Fig. 1: run 1, M1 wires
(2 px per um) Cells faint in the background.
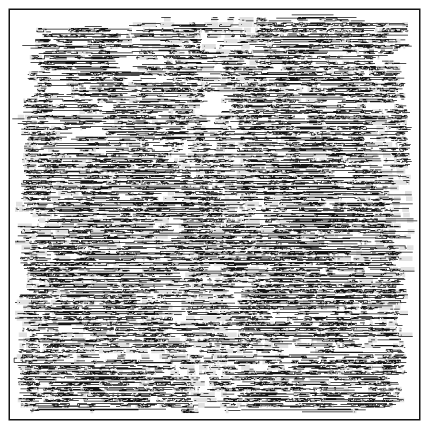
Fig. 2: run 1, met2 routing
(2 px per um)
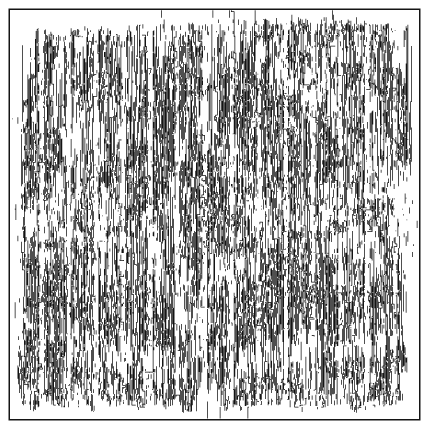
Fig. 3: run 1, met3 routing
(1.5 px per um) Cells faint in the background.
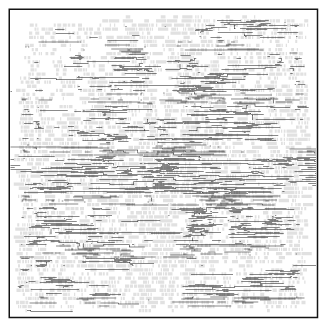
**src/rtl/servo_pwm_multi.sv**
```systemverilog
`default_nettype none
// ============================================================================
// servo_pwm_multi : N-channel servo PWM, shared frame counter, slew-limited
//                   per-channel pulse widths with clamped duty writes.
// Revision: 1.0
// ============================================================================
module servo_pwm_multi #(
  parameter int CLK_IN     = 50_000_000,
  parameter int FREQ_SERVO = 50,
  parameter int N_CH       = 4,
  parameter int DUTY_W     = 18,
  parameter int MIN_PULSE  = 50_000,
  parameter int MAX_PULSE  = 100_000,
  parameter int STEP       = 500,
  localparam int c_CH_W    = (N_CH > 1) ? $clog2(N_CH) : 1
) (
  input  logic              clk,
  input  logic              rst_n,
  input  logic              enable,
  input  logic              wr_valid,
  output logic              wr_ready,
  input  logic [c_CH_W-1:0] wr_ch,
  input  logic [DUTY_W-1:0] wr_duty,
  output logic              wr_err,
  output logic              period_start,
  output logic [N_CH-1:0]   busy,
  output logic [N_CH-1:0]   pwm_out
);

  localparam int c_TOTAL_PERIOD = CLK_IN / FREQ_SERVO;
  localparam int c_CNT_W        = (c_TOTAL_PERIOD > 1) ? $clog2(c_TOTAL_PERIOD) : 1;
  localparam int c_CMP_W        = (c_CNT_W > DUTY_W) ? c_CNT_W : DUTY_W;
  localparam bit c_JUMP         = (STEP == 0) || (STEP >= (1 << DUTY_W));

  localparam logic [c_CNT_W-1:0] c_CNT_LAST = c_CNT_W'(c_TOTAL_PERIOD - 1);
  localparam logic [DUTY_W-1:0]  c_MIN      = DUTY_W'(MIN_PULSE);
  localparam logic [DUTY_W-1:0]  c_MAX      = DUTY_W'(MAX_PULSE);
  localparam logic [DUTY_W-1:0]  c_CENTER   = DUTY_W'((MIN_PULSE + MAX_PULSE) / 2);
  localparam logic [DUTY_W:0]    c_STEP     = (DUTY_W+1)'(c_JUMP ? 0 : STEP);

  if (MIN_PULSE > MAX_PULSE || MAX_PULSE >= c_TOTAL_PERIOD) begin : g_chk_pulse
    $error("servo_pwm_multi: need MIN_PULSE <= MAX_PULSE < TOTAL_PERIOD");
  end
  if (MAX_PULSE >= (1 << DUTY_W)) begin : g_chk_width
    $error("servo_pwm_multi: MAX_PULSE does not fit in DUTY_W bits");
  end
  if (N_CH < 1) begin : g_chk_nch
    $error("servo_pwm_multi: N_CH must be at least 1");
  end

  logic [c_CNT_W-1:0] r_cnt;
  logic               r_ps;
  logic               r_err;
  logic               w_boundary;
  logic               w_accept;
  logic               w_ch_ok;
  logic [DUTY_W-1:0]  w_clamped;
  logic [c_CMP_W-1:0] w_cnt_ext;

  assign w_boundary = enable && (r_cnt == c_CNT_LAST);
  assign wr_ready   = !w_boundary;
  assign w_accept   = wr_valid && wr_ready;
  assign w_ch_ok    = ({1'b0, wr_ch} < (c_CH_W+1)'(N_CH));
  assign w_cnt_ext  = c_CMP_W'(r_cnt);

  always_comb begin
    w_clamped = wr_duty;
    if (wr_duty < c_MIN)
      w_clamped = c_MIN;
    else if (wr_duty > c_MAX)
      w_clamped = c_MAX;
  end

  always_ff @(posedge clk) begin
    if (!rst_n) begin
      r_cnt <= '0;
      r_ps  <= 1'b0;
      r_err <= 1'b0;
    end else begin
      r_cnt <= (!enable || r_cnt == c_CNT_LAST) ? '0 : r_cnt + 1'b1;
      r_ps  <= enable && (r_cnt == '0);
      r_err <= w_accept && !w_ch_ok;
    end
  end

  assign period_start = r_ps;
  assign wr_err       = r_err;

  for (genvar i = 0; i < N_CH; i++) begin : g_ch
    logic [DUTY_W-1:0] r_tgt;
    logic [DUTY_W-1:0] r_act;
    logic              r_pwm;
    logic              r_busy;
    logic [DUTY_W-1:0] w_tgt_nxt;
    logic [DUTY_W-1:0] w_act_nxt;
    logic [DUTY_W:0]   w_up;
    logic [DUTY_W:0]   w_dn;
    logic              w_sel;

    assign w_sel     = w_accept && w_ch_ok && (wr_ch == c_CH_W'(i));
    assign w_tgt_nxt = w_sel ? w_clamped : r_tgt;
    assign w_up      = {1'b0, w_tgt_nxt} - {1'b0, r_act};
    assign w_dn      = {1'b0, r_act} - {1'b0, w_tgt_nxt};

    // Width only moves at the frame boundary so a running frame keeps its length.
    always_comb begin
      w_act_nxt = r_act;
      if (w_boundary) begin
        if (c_JUMP)
          w_act_nxt = w_tgt_nxt;
        else if (w_tgt_nxt >= r_act)
          w_act_nxt = (w_up <= c_STEP) ? w_tgt_nxt : DUTY_W'({1'b0, r_act} + c_STEP);
        else
          w_act_nxt = (w_dn <= c_STEP) ? w_tgt_nxt : DUTY_W'({1'b0, r_act} - c_STEP);
      end
    end

    always_ff @(posedge clk) begin
      if (!rst_n) begin
        r_tgt  <= c_CENTER;
        r_act  <= c_CENTER;
        r_pwm  <= 1'b0;
        r_busy <= 1'b0;
      end else begin
        r_tgt  <= w_tgt_nxt;
        r_act  <= w_act_nxt;
        r_pwm  <= enable && (w_cnt_ext < c_CMP_W'(r_act));
        r_busy <= (w_act_nxt != w_tgt_nxt);
      end
    end

    assign pwm_out[i] = r_pwm;
    assign busy[i]    = r_busy;
  end

endmodule
`default_nettype wire

```
**config.mk**
```make
export PLATFORM = sky130hd
export DESIGN_NAME = servo_pwm_multi
export DESIGN_NICKNAME = d
export VERILOG_FILES = /design/src/rtl/servo_pwm_multi.sv
export SDC_FILE = /design/constraint.sdc
export NUM_CORES = 1
export LEC_CHECK = 0
export CAP_MARGIN = 10
export CORE_MARGIN = 2
export CORE_UTILIZATION = 55
export DETAILED_ROUTE_END_ITERATION = 8
export PLACE_DENSITY = 0.71
export SKIP_CTS_REPAIR_TIMING = 1
export SLEW_MARGIN = 25
export SYNTH_ARGS = -nofsm -noshare
export SYNTH_HDL_FRONTEND = slang
export SYNTH_SLANG_ARGS = --single-unit
```
**constraint.sdc**
```tcl
create_clock -name clk -period 12.6 [get_ports clk]
set_input_delay 2.52 -clock clk [delete_from_list [all_inputs] [get_ports clk]]
set_output_delay 2.52 -clock clk [all_outputs]
set_load 0.01 [all_outputs]
```
==> impl_metrics.toml, run 1 <==
# implementation run metrics
[status]
run_status = "completed"

[sta]
setup_viol = 0
fmax_mhz = 99.5

[pwr]
power_frac_seq = 0.303
swShare = 0.413

[critical_path]
slowest_delay_ns = 0.89
crit_path_start_kind = "primary input"

[final_layout]
buf_share = 0.0257
top_regs = "g_ch.r_act: 72 flops, g_ch.r_tgt: 72 flops, r_cnt: 20 flops"
comb_share = 0.740
n_clock_buffer = 21
regArea_um2 = 3460
inverters = 204
buffers = 69

[logic_synthesis]
aoi_share = 0.311
ys_warn_count = 0
ys_cells = 3150

[die]
die_width_um = 205

[placed_design]
dpl_worst_slack_ns = 2.43
place_congestion = 1.05

[route]
drt-vias-per-instance = 6.97

[global_routing]
grt_pass1_wl_um = 135000
## Picture notes: Fig. 1
main direction	horizontal
longest straight run	83.3 um
nets with wire on the layer	3097
WL final: 87100 um
met1 usage: 0.554
DR vias: 25069

## Picture notes: Fig. 2
main direction	vertical
longest straight run	60.5 um
wire length on this layer	37.0 mm
share of all routed wire	43%
nets with wire on the layer	2736

## Picture notes: Fig. 3
wire length on this layer	9710 um
longest straight run	73.6 um
main direction	horizontal
share of all routed wire	11%

==> run 1: layer usage <==
metal,share of wire,global-route usage,vias to the layer above
met5,0.00015,0,-
met4,0.044,0.171,2
met3,0.11,0.0859,278
met2,0.42,0.624,1609
met1,0.42,0.554,11870
li1,-,-,11310
==> run 1: cells in the final DEF, fill, tap and decap left out, types with 24 or more instances in the layout <==
cell type and instances:
nor4_1 31, a31oi_1 42, a21o_1 86, o22ai_1 33, ha_1 222, mux2i_1 29, nand3_1 92, inv_1 196
and3_1 34, o21a_1 39, xnor2_1 173, a21oi_1 295, dfxtp_1 173, nor2_1 300, or3_1 25, buf_4 36
nand2_1 293, xor2_1 39, o21bai_1 24, o211ai_1 45, nand4_1 60, a211oi_1 44, nor3_1 94, clkdlybuf4s50_1 32
o21ai_0 167
Fig. 4: run 1, metal 4
(1.5 px per um) Cells faint in the background.
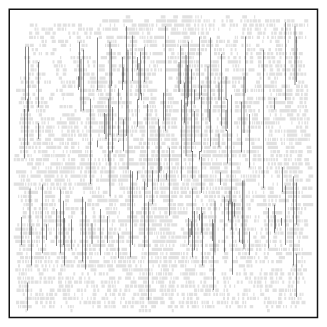

==> run 2, diff against run 1 <==
--- a/config.mk
+++ b/config.mk
@@ -9,7 +9,7 @@
 export CORE_MARGIN = 2
 export CORE_UTILIZATION = 55
 export DETAILED_ROUTE_END_ITERATION = 8
-export PLACE_DENSITY = 0.71
+export PLACE_DENSITY = 0.74
 export SKIP_CTS_REPAIR_TIMING = 1
 export SLEW_MARGIN = 25
 export SYNTH_ARGS = -nofsm -noshare
==> constraint.sdc (replaced) <==
create_clock -name clk -period 8.39 [get_ports clk]
set_input_delay 1.678 -clock clk [delete_from_list [all_inputs] [get_ports clk]]
set_output_delay 1.678 -clock clk [all_outputs]
set_load 0.01 [all_outputs]
Fig. 5: run 2, metal 4
(1.5 px per um) Cells faint in the background.
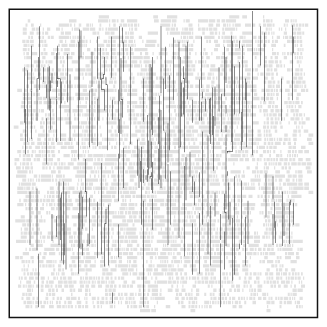
nets with wire on the layer	152
main direction	vertical
longest straight run	95.9 um

Fig. 6: run 2, met2 routing
(2 px per um)
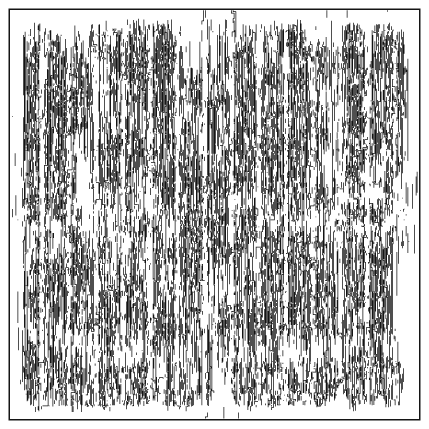
longest straight run	64.3 um
main direction	vertical

==> run 2 against run 1 <==
  * Clock-buffer cell count shrank 2
  * Largest cell class unchanged
  * Non-clock buffer count grew 134
  * Cell count grew 3.7%
  * First-iteration DRC count grew 15%
  * Worst hold slack gained 0.0096 ns
==> impl_metrics.toml, run 2 <==
# implementation run metrics
[status]
run_status = "completed"

[route]
vias = 25598
wl_met2_um = 37000
wl_met3_um = 10300
drt-vias-per-instance = 6.86
wl_met1_um = 35500
routed_wl_um = 88400
maxUsedRoutingLayer = "met5"

[final_layout]
top_regs = "g_ch.r_act: 72 flops, g_ch.r_tgt: 72 flops, r_cnt: 20 flops"
buffers = 203
lay_top_cells = "300 x nor2_1, 295 x a21oi_1, 293 x nand2_1"
n_clock_buffer = 19

[placed_design]
dpl_worst_slack_ns = -0.0984

[global_routing]
top_usage_layer = "met2"
use_met3 = 0.0815
met2_usage = 0.622
use_met1 = 0.553
grt_pass1_wl_um = 136000

[pwr]
power_frac_seq = 0.284
swShare = 0.404

[logic_synthesis]
ys_cells = 3150
ys_warn_count = 0
aoi_share = 0.311

[die]
die_width_um = 205

[sta]
fmax_mhz = 123
setup_ws_ns = 0.273

[flow_run]
drv_cap = 0

[critical_path]
slowest_delay_ns = 0.61
crit_path_start_kind = "primary input"
==> run 2: worst max path at each step <==
| stage | from | endpoint | slack (ns) | cells after the start |
|---|---|---|---|---|
| floorplan | wr_duty[4] | g_ch[3].r_busy$_SDFF_PN0_ | 1.11 | 22 |
| finish | wr_duty[11] | g_ch[3].r_busy$_SDFF_PN0_ | 0.27 | 23 |
| CTS | wr_duty[0] | g_ch[3].r_busy$_SDFF_PN0_ | 0.36 | 23 |
| global placement | wr_duty[1] | g_ch[3].r_busy$_SDFF_PN0_ | -0.05 | 22 |
| detailed placement | wr_duty[0] | g_ch[3].r_busy$_SDFF_PN0_ | -0.1 | 23 |
| global route | wr_duty[0] | g_ch[3].r_busy$_SDFF_PN0_ | 0.01 | 23 |
